### Cell placement

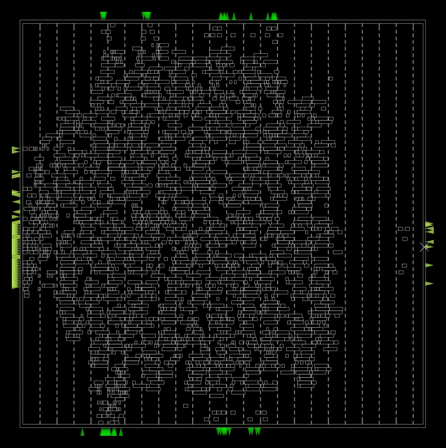
### A small window of the routed layout

Scale bar: 20 µm. Window x 58 to 108, y 58 to 108 µm. Cells in gray, sequential cells in the stronger gray; small squares are vias.
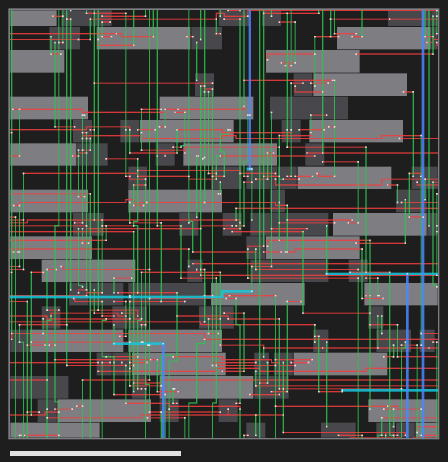
### Placed cells, one color a class

Fill, decap, tap and diode cells in gray.
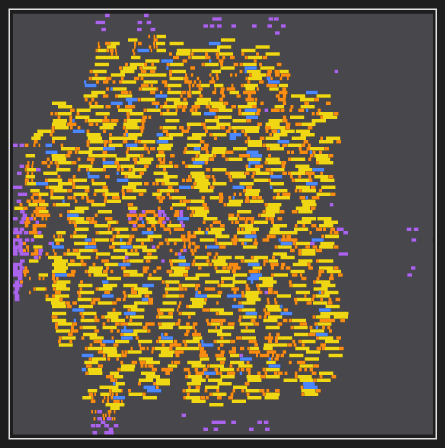
### src/rtl/apb_slave_regfile.sv
// APB3 completer fronting a DEPTH x 32-bit register file, with configurable wait states and PSLVERR on bad addresses.
// Latency: one setup cycle plus WAIT_CYCLES+1 access cycles; pready is decoded from registered state only.
// Backpressure: the completer holds pready low for the wait states; a master that leaves the access early sets proto_err.
module apb_slave_regfile #(
    parameter int DEPTH       = 16,
    parameter int ADDR_WIDTH  = 32,
    parameter int WAIT_CYCLES = 0
) (
    input  logic                  pclk,
    input  logic                  prst,
    input  logic                  psel,
    input  logic                  penable,
    input  logic [ADDR_WIDTH-1:0] paddr,
    input  logic                  pwrite,
    input  logic [31:0]           pwdata,
    output logic                  pready,
    output logic [31:0]           prdata,
    output logic                  pslverr,
    output logic                  proto_err
);

    localparam int IDX_W = $clog2(DEPTH);
    localparam logic [ADDR_WIDTH:0] ADDR_LIMIT = (ADDR_WIDTH+1)'(DEPTH * 4);

    typedef enum logic {IDLE, ACCESS} state_t;

    state_t           state;
    logic [3:0]       cnt;
    logic [IDX_W-1:0] lat_idx;
    logic             lat_write;
    logic             lat_err;
    logic [31:0]      lat_wdata;
    logic [31:0]      regs [DEPTH];

    logic             setup_err;
    logic [IDX_W-1:0] setup_idx;

    always_comb begin
        setup_idx = paddr[IDX_W+1:2];
        setup_err = (paddr[1:0] != 2'b00) || ({1'b0, paddr} >= ADDR_LIMIT);
    end

    assign pready  = (state == ACCESS) && (cnt == 4'd0);
    assign pslverr = pready && lat_err;

    always_ff @(posedge pclk) begin
        if (prst) begin
            state     <= IDLE;
            cnt       <= 4'd0;
            lat_idx   <= '0;
            lat_write <= 1'b0;
            lat_err   <= 1'b0;
            lat_wdata <= 32'd0;
            prdata    <= 32'd0;
            proto_err <= 1'b0;
            for (int i = 0; i < DEPTH; i++) begin
                regs[i] <= 32'd0;
            end
        end else begin
            case (state)
                IDLE: begin
                    if (psel && !penable) begin
                        lat_idx   <= setup_idx;
                        lat_write <= pwrite;
                        lat_err   <= setup_err;
                        lat_wdata <= pwdata;
                        cnt       <= 4'(WAIT_CYCLES);
                        // Read data is fetched at setup so the access phase only has to count waits.
                        prdata    <= (!pwrite && !setup_err) ? regs[setup_idx] : 32'd0;
                        state     <= ACCESS;
                    end else if (psel && penable) begin
                        proto_err <= 1'b1;
                    end
                end
                ACCESS: begin
                    if (psel && penable) begin
                        if (cnt != 4'd0) begin
                            cnt <= cnt - 4'd1;
                        end else begin
                            if (lat_write && !lat_err) begin
                                regs[lat_idx] <= lat_wdata;
                            end
                            state <= IDLE;
                        end
                    end else begin
                        // Master left the access phase early: drop the transfer without writing.
                        proto_err <= 1'b1;
                        state     <= IDLE;
                    end
                end
                default: state <= IDLE;
            endcase
        end
    end

endmodule

### config.mk
export PLATFORM = sky130hd
export DESIGN_NAME = apb_slave_regfile
export DESIGN_NICKNAME = d
export VERILOG_FILES = /design/src/rtl/apb_slave_regfile.sv
export SDC_FILE = /design/constraint.sdc
export NUM_CORES = 1
export LEC_CHECK = 0
export CORE_AREA = 2 2 328 330
export CTS_BUF_LIST = sky130_fd_sc_hd__clkbuf_8 sky130_fd_sc_hd__clkbuf_16
export DETAILED_ROUTE_END_ITERATION = 10
export DIE_AREA = 0 0 330 332
export HOLD_SLACK_MARGIN = 0.03
export PLACE_DENSITY = 0.47
export SLEW_MARGIN = 10
export SYNTH_ARGS = -nofsm -noshare
export SYNTH_HDL_FRONTEND = slang
export SYNTH_SLANG_ARGS = --single-unit
### constraint.sdc
create_clock -name pclk -period 7.2 [get_ports pclk]
set_input_delay 1.08 -clock pclk [delete_from_list [all_inputs] [get_ports pclk]]
set_output_delay 1.08 -clock pclk [all_outputs]
set_load 0.03 [all_outputs]
==> results.txt <==
Implementation results. Number of flops mapped to enable cells by yosys landed at 512. Wire length per cell after detailed routing landed at 21.8 µm. In the global route stage, met1 resource usage came out at 18.8%. Die outline area landed at 110000 µm². Dividing total power by cell area gives a power density of 247 nW/µm².

Listed in order, past its start point the critical path passes clkdlybuf4s50_1, nand4_2, nor4_2, buf_4, or2_2. The highest layer touched by signal routing is met4. Yosys reports that the most numerous cell types are sky130_fd_sc_hd__and2_1 (515), sky130_fd_sc_hd__edfxtp_1 (512), sky130_fd_sc_hd__mux2i_1 (227). Grouping stages by cell kind, the critical path spends the most delay in simple AND/OR/NAND/NOR gates. Global-route wire length before repair landed at 112000 µm. On the final layout, the worst hold slack is 473 ps. Worst setup slack before clock tree synthesis landed at 2690 ps. The worst register-to-register path has a setup slack of 3560 ps. The critical path is of the primary input to flop type. After detailed routing, the met3 layer carries 4010 µm of wire.

Normalized max-slew margin landed at 25.0%. OpenROAD emitted warnings numbering 26. For the completed layout, the total cell area is recorded as 31100 µm². 104 I/O pins were placed. The flow reports that the clock network draws 43.5% of the design power.

Number of cells produced by synthesis landed at 2021. Setup repair after global routing left no endpoint under its margin. The tree is rooted in a sky130_fd_sc_hd__clkbuf_16. After Yosys synthesis, AND-OR and OR-AND compound gates account for 7.66% of the synthesized area. Between the synthesized netlist and the finished layout, the area growth was recorded as 17.6%. Largest vdd supply drop landed at 0.124 mV. Number of warnings printed during yosys synthesis landed at 0. Synthesized net count landed at 2091.

The OpenROAD report gives the critical path a data arrival time of 4100 ps. The finished layout holds 3513 standard cells, fillers aside. Multiplexer share of the synthesized area landed at 10.0%. Global routing put the most usage on met2. Per the layout area report, the combinational gate area comes to 8950 µm².

Summing every instance area after synthesis gives 26400 µm². Number of port buffers landed at 103. The slowest stage of the critical path belongs to the cell sky130_fd_sc_hd__or2_2. Number of distinct library cell variants in the gate-level netlist after synthesis landed at 38. For this design, the sink count on the clock tree is 588. STA classifies the critical path endpoint as a flop. Maximum number of pins on one net before global-route repair landed at 84.

Post-detailed-placement cell area landed at 28900 µm². Counting tap cells, the placed design contains a total of 3390 instances. The global routing report lists met3 layer usage as 2.26%.

Switching power total landed at 1.74 mW. Fraction of the mapped netlist area in simple logic gates landed at 15.7%. Each instance of the synthesized netlist takes up on average 13.1 µm². After detailed routing, the wire length on met1 is 34300 µm. Count of final setup violators landed at 0.

Post-synthesis sequential area ratio landed at 64.0%. For reference, XOR and XNOR gates occupy 0.0332% of the area reported after synthesis. Setup slack on the critical path of the routed design comes to 3300 ps.

Power comes to 7.66 mW. Per the final timing report, the hold violations number 0. Number of cells in the yosys synthesis report landed at 2021. Fraction of registers with async set or reset after synthesis landed at 0%. For the pin with the worst max-slew slack, the measured transition is 1120 ps. sky130_fd_sc_hd__and2_1 is the most common cell in the netlist.

TritonCTS built the clock tree. Area share of the largest cell type after synthesis landed at 58.2%. Max-capacitance violation count landed at 0.

Of the cells placed in the final design, the portion with a size suffix greater than 1 is 10.7%. Adder and majority cell fraction of the synthesized area landed at 0.0474%. The iteration count recorded for the first detailed-route pass is 8. For the final routed database, the setup TNS stands at 0 ps. The highest clock rate this design can be run at is 256 MHz. The clock arrives with 23.1 ps of skew.

Fill cells in the final layout number 10800. Number of buffers between clock root and the deepest sink landed at 3. Counting both buffers and inverters, the worst setup path holds a total of 2. Final antenna-violating net count landed at 0.

Across all layers, the routed design uses 16000 vias. The chip area line in the Yosys stat output reads 26400 µm². In the power breakdown, the internal column shows 5.92 mW. After the first detailed-routing iteration, the DRC count stood at 1197.

The flow reports that combinational logic draws 5.9% of the design power. Routability-driven placement finished with a final weighted congestion of 0.765. Switching share of power landed at 22.7%.

For this configuration, the core starts out at a cell density of 24.8%. The final timing report lists a max-slew violation count of 0. Proportion of power drawn by flip-flops and latches landed at 50.7%. Residual overflow from global routing landed at 0. Initial antenna violation count landed at 7.

Floorplan die height landed at 332 µm. The synthesized design spends more area on one cell type than any other, namely sky130_fd_sc_hd__edfxtp_1. DRC violation count after routing landed at 2.

Per the CTS log, the maximum H-tree level is 3. Among the non-sequential cells, simple AND/OR/NAND/NOR gates take the most area. Synthesized flop and latch total landed at 588. Buffers inserted to repair hold after CTS numbered 0.

STA reports the tightest min-delay check as being of type flop to flop. Largest fanout on the critical path landed at 33. Sequential standard cell area landed at 16900 µm².

According to the finish report, the design has a final net count of 2125. Clock period minus final worst setup slack landed at 3900 ps. Number of global-route vias before repair landed at 16500. Clock latency of the later-clocked register in the worst-skew pair landed at 600 ps. The worst setup path is launched from a primary input. Routing usage on met2 landed at 22.8%. Summed over all nets, wire length on met2 after detailed routing comes to 36600 µm. For this run the detailed placement stage logged an HPWL of 46500 µm. Worst endpoint required time landed at 7400 ps.

The number of clock buffers added by TritonCTS is 66. Post-CTS setup-driven buffer insertion count landed at 0. The flow ran to the end, but the final reports show violations. Post-synth the commonest register cell is sky130_fd_sc_hd__edfxtp_1. Leakage power landed at 11.2 nW. The global routing report lists combined usage of all routing layers as 13.9%. The floorplan step set the die width to 330 µm. After detailed routing, the number of vias per cell comes to 4.56. Number of gates resized after CTS landed at 0. The checks that failed: design-rule violations. The main area contributors are sky130_fd_sc_hd__edfxtp_1 (58%), sky130_fd_sc_hd__and2_1 (12%), sky130_fd_sc_hd__mux2i_1 (8.6%). In this design, the stage delay of the slowest critical-path cell is 950 ps.

The final timing summary puts the cycle share of the worst path at 54.2%. Clock-pin slew on the worst setup and hold paths landed at 60 ps. After detailed routing, the total wire length is 76700 µm.
## Picture notes: 'Cell placement'
core area: 106000 µm²
sequential share of cell area: 54.4%
FP Rows: 120
final standard cell utilization of the core: 29.2%

## Picture notes: 'A small window of the routed layout'
M3: shown in cyan. M4: shown in blue. M2: shown in green. M1: shown in red.
Netlist names of flops here include `regs` (28). Most frequent: edfxtp_1 (28), and2_1 (23), mux2i_1 (10). Sequential cells in the window: 28. 86 logic cells have their middle in the window.

## Picture notes: 'Placed cells, one color a class'
remaining logic cells: shown in orange, cells 1263. remaining buffers and delay cells: shown in purple, cells 136. clock drivers and dummy loads: shown in blue, cells 121. sequential cells: shown in yellow, cells 588.

[flip-flops by register name, summed over array words and instances (netlist names)]
name / flops
cnt: 4
state: 1
prdata: 32
lat_idx: 4
lat_wdata: 32
lat_write: 1
proto_err: 1
lat_err: 1
regs: 512
[power groups by stage]
stage	clock (mW)	sequential [mW]	combinational (mW)
6_report	3.33	3.88	0.448
2_1_floorplan	0	3.90	0.283
3_3_place_gp	0	3.95	0.452
3_5_place_dp	0	3.96	0.457
4_1_cts	3.41	3.88	0.458
5_1_grt	3.53	3.89	0.485
[path summary, 6_finish.rpt]
| path | cells past startpoint | to | start |
|---|---|---|---|
| setup / recovery | 5 | regs[8][6] | psel |
| hold / removal | 2 | lat_write | lat_write |
| setup reg to reg | 7 | regs[8][6] | cnt[0] |
| hold reg to reg | 2 | lat_write | lat_write |
[placed cells by master, fill, tap and decap left out, types with 2 or more instances in the layout]
| cell type | instances |
|---|---|
| sky130_fd_sc_hd__a21oi_1 | 102 |
| sky130_fd_sc_hd__a221oi_1 | 43 |
| sky130_fd_sc_hd__a221oi_2 | 20 |
| sky130_fd_sc_hd__a22oi_1 | 62 |
| sky130_fd_sc_hd__and2_1 | 514 |
| sky130_fd_sc_hd__buf_4 | 32 |
| sky130_fd_sc_hd__bufinv_16 | 3 |
| sky130_fd_sc_hd__clkbuf_16 | 71 |
| sky130_fd_sc_hd__clkbuf_8 | 8 |
| sky130_fd_sc_hd__clkdlybuf4s50_1 | 101 |
| sky130_fd_sc_hd__clkinv_1 | 7 |
| sky130_fd_sc_hd__clkinv_2 | 7 |
| sky130_fd_sc_hd__dfxtp_1 | 76 |
| sky130_fd_sc_hd__diode_2 | 2 |
| sky130_fd_sc_hd__edfxtp_1 | 512 |
| sky130_fd_sc_hd__inv_1 | 25 |
| sky130_fd_sc_hd__mux2_2 | 31 |
| sky130_fd_sc_hd__mux2i_1 | 227 |
| sky130_fd_sc_hd__nand2_1 | 113 |
| sky130_fd_sc_hd__nand2b_1 | 5 |
| sky130_fd_sc_hd__nand4_1 | 2 |
| sky130_fd_sc_hd__nor2_1 | 8 |
| sky130_fd_sc_hd__nor2_4 | 2 |
| sky130_fd_sc_hd__nor2b_4 | 2 |
| sky130_fd_sc_hd__nor3_1 | 3 |
| sky130_fd_sc_hd__nor3_2 | 9 |
| sky130_fd_sc_hd__nor3b_1 | 2 |
| sky130_fd_sc_hd__nor4_1 | 8 |
| sky130_fd_sc_hd__nor4_2 | 5 |
| sky130_fd_sc_hd__o21ai_0 | 34 |
| sky130_fd_sc_hd__o22ai_1 | 32 |
| sky130_fd_sc_hd__or2_2 | 17 |
| sky130_fd_sc_hd__or3_1 | 3 |
| sky130_fd_sc_hd__or4b_2 | 2 |
[layout make-up]
type | instances | share of cell area (%)
Sequential cell | 588 | 54.4
Multi-Input combinational cell | 1259 | 28.8
Clock buffer | 79 | 6.07
Tap cell | 1403 | 5.65
Timing Repair Buffer | 136 | 4.16
Clock inverter | 42 | 0.834
Inverter | 4 | 0.0483
Antenna cell | 2 | 0.0161
Power figures rest on the tool's default switching activity, not on a simulated workload.
